--- src/rtl/stream_unpack_bitrev_if.sv ---
// Bundle for the serial bit input and word-wide output of stream_unpack_bitrev.
// The slave view belongs to the unpacker; the master view belongs to whatever drives it.
interface stream_unpack_bitrev_if #(
  parameter int WIDTH = 32
);
  localparam int NBW = $clog2(WIDTH + 1);

  logic             rev_en;
  logic             s_valid;
  logic             s_data;
  logic             s_last;
  logic             s_ready;
  logic             m_valid;
  logic [WIDTH-1:0] m_data;
  logic [NBW-1:0]   m_nbits;
  logic             m_ready;

  modport master (
    output rev_en, s_valid, s_data, s_last, m_ready,
    input  s_ready, m_valid, m_data, m_nbits
  );

  modport slave (
    input  rev_en, s_valid, s_data, s_last, m_ready,
    output s_ready, m_valid, m_data, m_nbits
  );
endinterface

--- src/rtl/stream_unpack_bitrev.sv ---
// Deserializes a 1-bit stream into WIDTH-bit words, with optional SLICE-granular
// reversal of each word, and a one-word skid so one word can fill while the output stalls.
module stream_unpack_bitrev #(
  parameter int WIDTH     = 32,
  parameter int SLICE     = 1,
  parameter int MSB_FIRST = 1
) (
  input logic                  clk,
  input logic                  rst_n,
  stream_unpack_bitrev_if.slave bus
);
  localparam int CW     = $clog2(WIDTH);
  localparam int NBW    = $clog2(WIDTH + 1);
  localparam int NCHUNK = WIDTH / SLICE;

  typedef enum logic {FILL = 1'b0, FULL = 1'b1} state_t;

  state_t           state_reg, state_next;
  logic [CW-1:0]    cnt_reg, cnt_next;
  logic [WIDTH-1:0] shift_reg, shift_next;
  logic             rev_reg, rev_next;
  logic [WIDTH-1:0] held_data_reg, held_data_next;
  logic [NBW-1:0]   held_nbits_reg, held_nbits_next;
  logic [WIDTH-1:0] out_data_reg, out_data_next;
  logic [NBW-1:0]   out_nbits_reg, out_nbits_next;
  logic             out_valid_reg, out_valid_next;

  logic             accept, complete, drain, out_free, rev_flag;
  logic [CW-1:0]    shamt;
  logic [WIDTH-1:0] shift_in, aligned, reversed, word;
  logic [NBW-1:0]   nbits;

  assign accept   = bus.s_valid && (state_reg == FILL);
  assign complete = accept && (bus.s_last || (cnt_reg == CW'(WIDTH - 1)));
  assign drain    = out_valid_reg && bus.m_ready;
  assign out_free = !out_valid_reg || bus.m_ready;
  assign rev_flag = (cnt_reg == '0) ? bus.rev_en : rev_reg;
  assign nbits    = NBW'(cnt_reg) + NBW'(1);
  // Distance between the bits received so far and their full-word positions.
  assign shamt    = CW'(WIDTH - 1) - cnt_reg;

  generate
    if (MSB_FIRST != 0) begin : g_msb
      assign shift_in = {shift_reg[WIDTH-2:0], bus.s_data};
      assign aligned  = shift_in << shamt;
    end else begin : g_lsb
      assign shift_in = {bus.s_data, shift_reg[WIDTH-1:1]};
      assign aligned  = shift_in >> shamt;
    end
  endgenerate

  genvar gi;
  generate
    for (gi = 0; gi < NCHUNK; gi++) begin : g_rev
      assign reversed[gi*SLICE +: SLICE] = aligned[(NCHUNK-1-gi)*SLICE +: SLICE];
    end
  endgenerate

  assign word = rev_flag ? reversed : aligned;

  always_comb begin
    state_next      = state_reg;
    cnt_next        = cnt_reg;
    shift_next      = shift_reg;
    rev_next        = rev_reg;
    held_data_next  = held_data_reg;
    held_nbits_next = held_nbits_reg;
    out_data_next   = out_data_reg;
    out_nbits_next  = out_nbits_reg;
    out_valid_next  = out_valid_reg;
    if (drain) out_valid_next = 1'b0;
    case (state_reg)
      FILL: begin
        if (accept) begin
          shift_next = shift_in;
          cnt_next   = cnt_reg + CW'(1);
          if (cnt_reg == '0) rev_next = bus.rev_en;
          if (complete) begin
            shift_next = '0;
            cnt_next   = '0;
            if (out_free) begin
              out_data_next  = word;
              out_nbits_next = nbits;
              out_valid_next = 1'b1;
            end else begin
              held_data_next  = word;
              held_nbits_next = nbits;
              state_next      = FULL;
            end
          end
        end
      end
      FULL: begin
        if (drain) begin
          out_data_next  = held_data_reg;
          out_nbits_next = held_nbits_reg;
          out_valid_next = 1'b1;
          state_next     = FILL;
        end
      end
      default: state_next = FILL;
    endcase
  end

  always_ff @(posedge clk or negedge rst_n) begin
    if (!rst_n) begin
      state_reg      <= FILL;
      cnt_reg        <= '0;
      shift_reg      <= '0;
      rev_reg        <= 1'b0;
      held_data_reg  <= '0;
      held_nbits_reg <= '0;
      out_data_reg   <= '0;
      out_nbits_reg  <= '0;
      out_valid_reg  <= 1'b0;
    end else begin
      state_reg      <= state_next;
      cnt_reg        <= cnt_next;
      shift_reg      <= shift_next;
      rev_reg        <= rev_next;
      held_data_reg  <= held_data_next;
      held_nbits_reg <= held_nbits_next;
      out_data_reg   <= out_data_next;
      out_nbits_reg  <= out_nbits_next;
      out_valid_reg  <= out_valid_next;
    end
  end

  assign bus.s_ready = (state_reg == FILL);
  assign bus.m_valid = out_valid_reg;
  assign bus.m_data  = out_data_reg;
  assign bus.m_nbits = out_nbits_reg;
endmodule

--- src/flat_wrapper.sv ---
// flat-port wrapper written by rule: the top's interface ports become plain ports
module stream_unpack_bitrev_flat 
#(
  parameter int WIDTH     = 32,
  parameter int SLICE     = 1,
  parameter int MSB_FIRST = 1
)
  (clk, rst_n, bus_rev_en, bus_s_valid, bus_s_data, bus_s_last, bus_m_ready, bus_s_ready, bus_m_valid, bus_m_data, bus_m_nbits);
  stream_unpack_bitrev_if #(.WIDTH(WIDTH)) bus_i ();
  input logic clk;
  input logic rst_n;
  input wire logic [$bits(bus_i.rev_en)-1:0] bus_rev_en;
  input wire logic [$bits(bus_i.s_valid)-1:0] bus_s_valid;
  input wire logic [$bits(bus_i.s_data)-1:0] bus_s_data;
  input wire logic [$bits(bus_i.s_last)-1:0] bus_s_last;
  input wire logic [$bits(bus_i.m_ready)-1:0] bus_m_ready;
  output wire logic [$bits(bus_i.s_ready)-1:0] bus_s_ready;
  output wire logic [$bits(bus_i.m_valid)-1:0] bus_m_valid;
  output wire logic [$bits(bus_i.m_data)-1:0] bus_m_data;
  output wire logic [$bits(bus_i.m_nbits)-1:0] bus_m_nbits;
  assign bus_i.rev_en = bus_rev_en;
  assign bus_i.s_valid = bus_s_valid;
  assign bus_i.s_data = bus_s_data;
  assign bus_i.s_last = bus_s_last;
  assign bus_i.m_ready = bus_m_ready;
  assign bus_s_ready = bus_i.s_ready;
  assign bus_m_valid = bus_i.m_valid;
  assign bus_m_data = bus_i.m_data;
  assign bus_m_nbits = bus_i.m_nbits;
  stream_unpack_bitrev #(.WIDTH(WIDTH), .SLICE(SLICE), .MSB_FIRST(MSB_FIRST)) u_core (.clk(clk), .rst_n(rst_n), .bus(bus_i));
endmodule
--- config.mk ---
export PLATFORM = sky130hd
export DESIGN_NAME = stream_unpack_bitrev_flat
export DESIGN_NICKNAME = d
export VERILOG_FILES = /design/src/rtl/stream_unpack_bitrev_if.sv /design/src/rtl/stream_unpack_bitrev.sv /design/src/flat_wrapper.sv
export SDC_FILE = /design/constraint.sdc
export NUM_CORES = 1
export LEC_CHECK = 0
export CAP_MARGIN = 20
export CORE_ASPECT_RATIO = 0.7
export CORE_MARGIN = 2
export CORE_UTILIZATION = 45
export DETAILED_ROUTE_END_ITERATION = 10
export PLACE_DENSITY = 0.66
export SYNTH_ARGS = -nofsm -noshare
export SYNTH_HDL_FRONTEND = slang
export SYNTH_SLANG_ARGS = --single-unit
export TNS_END_PERCENT = 5
--- constraint.sdc ---
create_clock -name clk -period 3.9 [get_ports clk]
set_clock_uncertainty 0.2 [all_clocks]
set_input_delay 0.78 -clock clk [delete_from_list [all_inputs] [get_ports clk]]
set_output_delay 0.78 -clock clk [all_outputs]
set_load 0.01 [all_outputs]
Figure 1. Wiring by layer.
The bar under the picture is 50 um long.
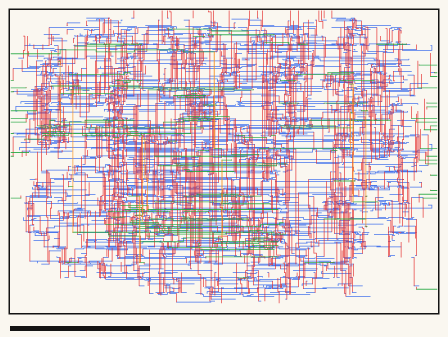
Key: met1 = blue [wire length 10600 um]; met4 = orange [wire length 317 um]; met2 = red [wire length 9120 um]; met3 = green [wire length 1820 um]
drt wl/cell: 22.7 um
DR vias: 6139
Total Wirelength: 21.9 mm

Figure 2. Met3 routing.
The bar under the picture is 50 um long.
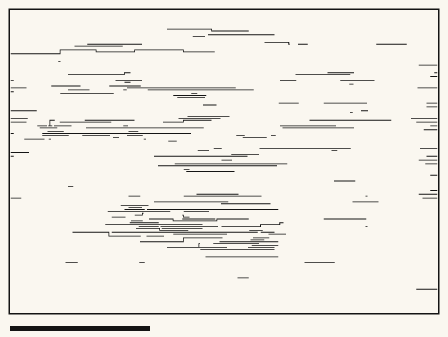
The layer holds 8.3% of the routed length. The layer carries 1820 um of wire. 115 nets have wire on it.
grt met3 use: 6.49%

Figure 3. Placed standard cells.
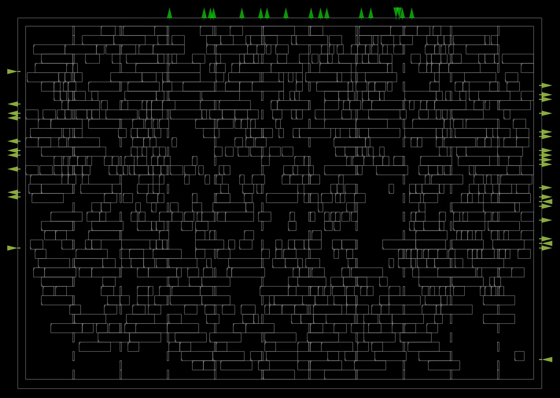
Core Rows: 38
fin cells: 963

==> run summary <==
diode count: 0
Design Area, Final: 8250 um^2
Top Ports: 47
status: completed
Detail Placement HPWL: 15.8 mm
H-tree levels: 4
Clock Sinks: 115
Nets at Floorplan: 726
CP startpoint kind: flip-flop
Reg power frac: 31.9%
PwrDens: 694 nW/um^2
switching part of the total power: 38.7%
Latency at later pin: 0.42 ns
Pleak: 3.36 nW
maximum root-to-sink buffer count: 2
DR iter-0 viols: 659
minimum clock period: 3.23 ns
yosys warns: 0
Synth Flop Type: dfrtp_1
All-Layer GR Usage: 26.9%
Worst setup startpoint: u_core.cnt_reg[1]
vias in the first global route: 5768
Yosys top cell by area: dfrtp_1
final setup violation count: 0
async set or reset register ratio after synthesis: 100%
Figure 4. Cells by drive strength.
The bar under the picture is 50 um long.
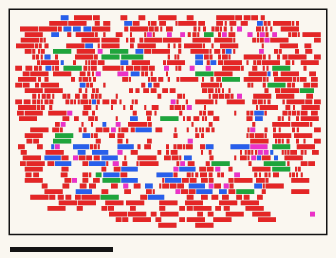
Key: drive 2 = blue [cells 56]; drive 3 to 4 = magenta [cells 43]; drive 1 or less = red [cells 642]; drive 6 and up = green [cells 22]
P&R area growth vs syn: 17.5%
Non-clock buffers: 81
setup ws final: 0.671 ns

Figure 5. The metal 4 layer.
Supply wires on this layer in gray. Cells faint in the background.
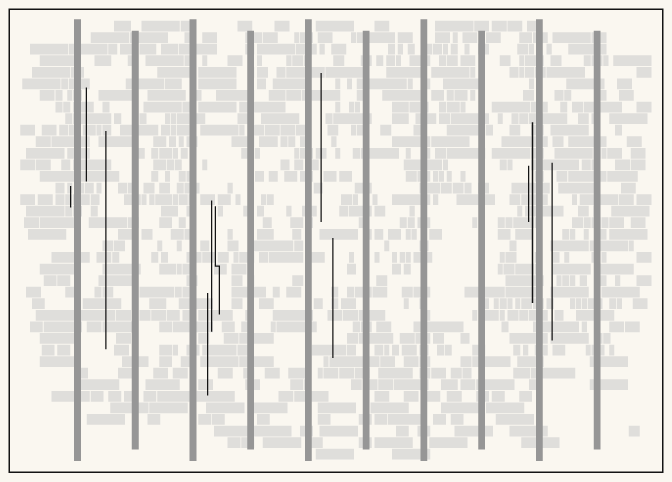
The longest straight run is 51.0 um. The wires run mostly vertical. The layer carries 317 um of wire. The layer holds 1.5% of the routed length.

## critical path, stage by stage, from the launching register on
cell,delay (ns)
dfrtp_2,0.68
buf_4,0.27
mux2i_1,0.56
mux4_2,0.39
nor2_1,0.05
nor4_1,0.69
a41oi_1,0.21
## logic make-up (layout without fill, tap and decap cells)
group                      after synthesis  count (layout)  share of synthesized area [%]
and+or+nand+nor                        220             220                           14.4
DFF                                    115             115                           41.0
adders and majority gates                3               3                          0.535
muxes                                   85              85                           16.4
AOI/OAI and AO/OA                      218             218                           22.2
buffers and inverters                   73             120                           5.22
xor gates and xnor gates                 2               2                          0.250
## path summary, 6_finish.rpt
path / to / slack (ns)
setup / recovery: u_core.bus.m_data[1] / 0.67
hold / removal: u_core.held_nbits_reg[4] / 0.18
setup reg to reg: u_core.bus.m_data[1] / 0.67
hold reg to reg: u_core.held_data_reg[12] / 0.27
max in group asynchronous: u_core.held_data_reg[29] / 2.54
min in group clk: u_core.held_data_reg[12] / 0.27
## layout by cell type, fill, tap and decap left out, types with 11 or more instances in the layout
master           count
clkdlybuf4s50_1     45
nor2_1              50
mux2_2              16
mux4_2              18
and3_1              11
or3_1               13
mux2i_1             46
o21ai_0             52
nor3_1              17
nand3_1             13
nand2_1             89
buf_4               35
o31ai_1             12
a21oi_1             27
a22o_1              36
clkbuf_16           17
dfrtp_1            114
## power groups by stage
stage / combinational (mW) / sequential [mW] / clock (mW)
2_1_floorplan: 1.56 / 1.74 / 0
3_3_place_gp: 2.30 / 1.82 / 0
3_5_place_dp: 2.33 / 1.84 / 0
4_1_cts: 2.35 / 1.82 / 1.54
5_1_grt: 2.57 / 1.87 / 1.59
6_report: 2.38 / 1.83 / 1.52
## per-layer routing
metal / GRT usage [%] / routed length [um] / vias up / part of all wire, %
met5: 2.08 / 0 / - / 0
met4: 7.28 / 317 / 0 / 1.4
met3: 6.49 / 1820 / 26 / 8.3
met2: 38.6 / 9120 / 273 / 42
met1: 40.5 / 10600 / 3074 / 49
li1: - / - / 2766 / -
## layout make-up
type                       instances  area [um^2]
clock buffer                      18          439
clock inverter                    13          136
fill                            1355         7110
inverter                           8         30.0
multi-input combinational        528         3780
sequential                       115         2880
tap                              200          250
timing repair buffer              81          733
## through the flow
| stage | setup slack (ns) | cells | util, % |
|---|---|---|---|
| finish | 0.671 | 963 | 53.7 |
| global placement | 0.587 | 932 | 50.0 |
| CTS | 0.719 | 963 | 53.7 |
| floorplan | 0.874 | 716 | - |
| global route | 0.502 | 963 | 53.7 |
| detailed placement | 0.552 | 932 | 50.0 |
Power and IR drop assume default switching activity.
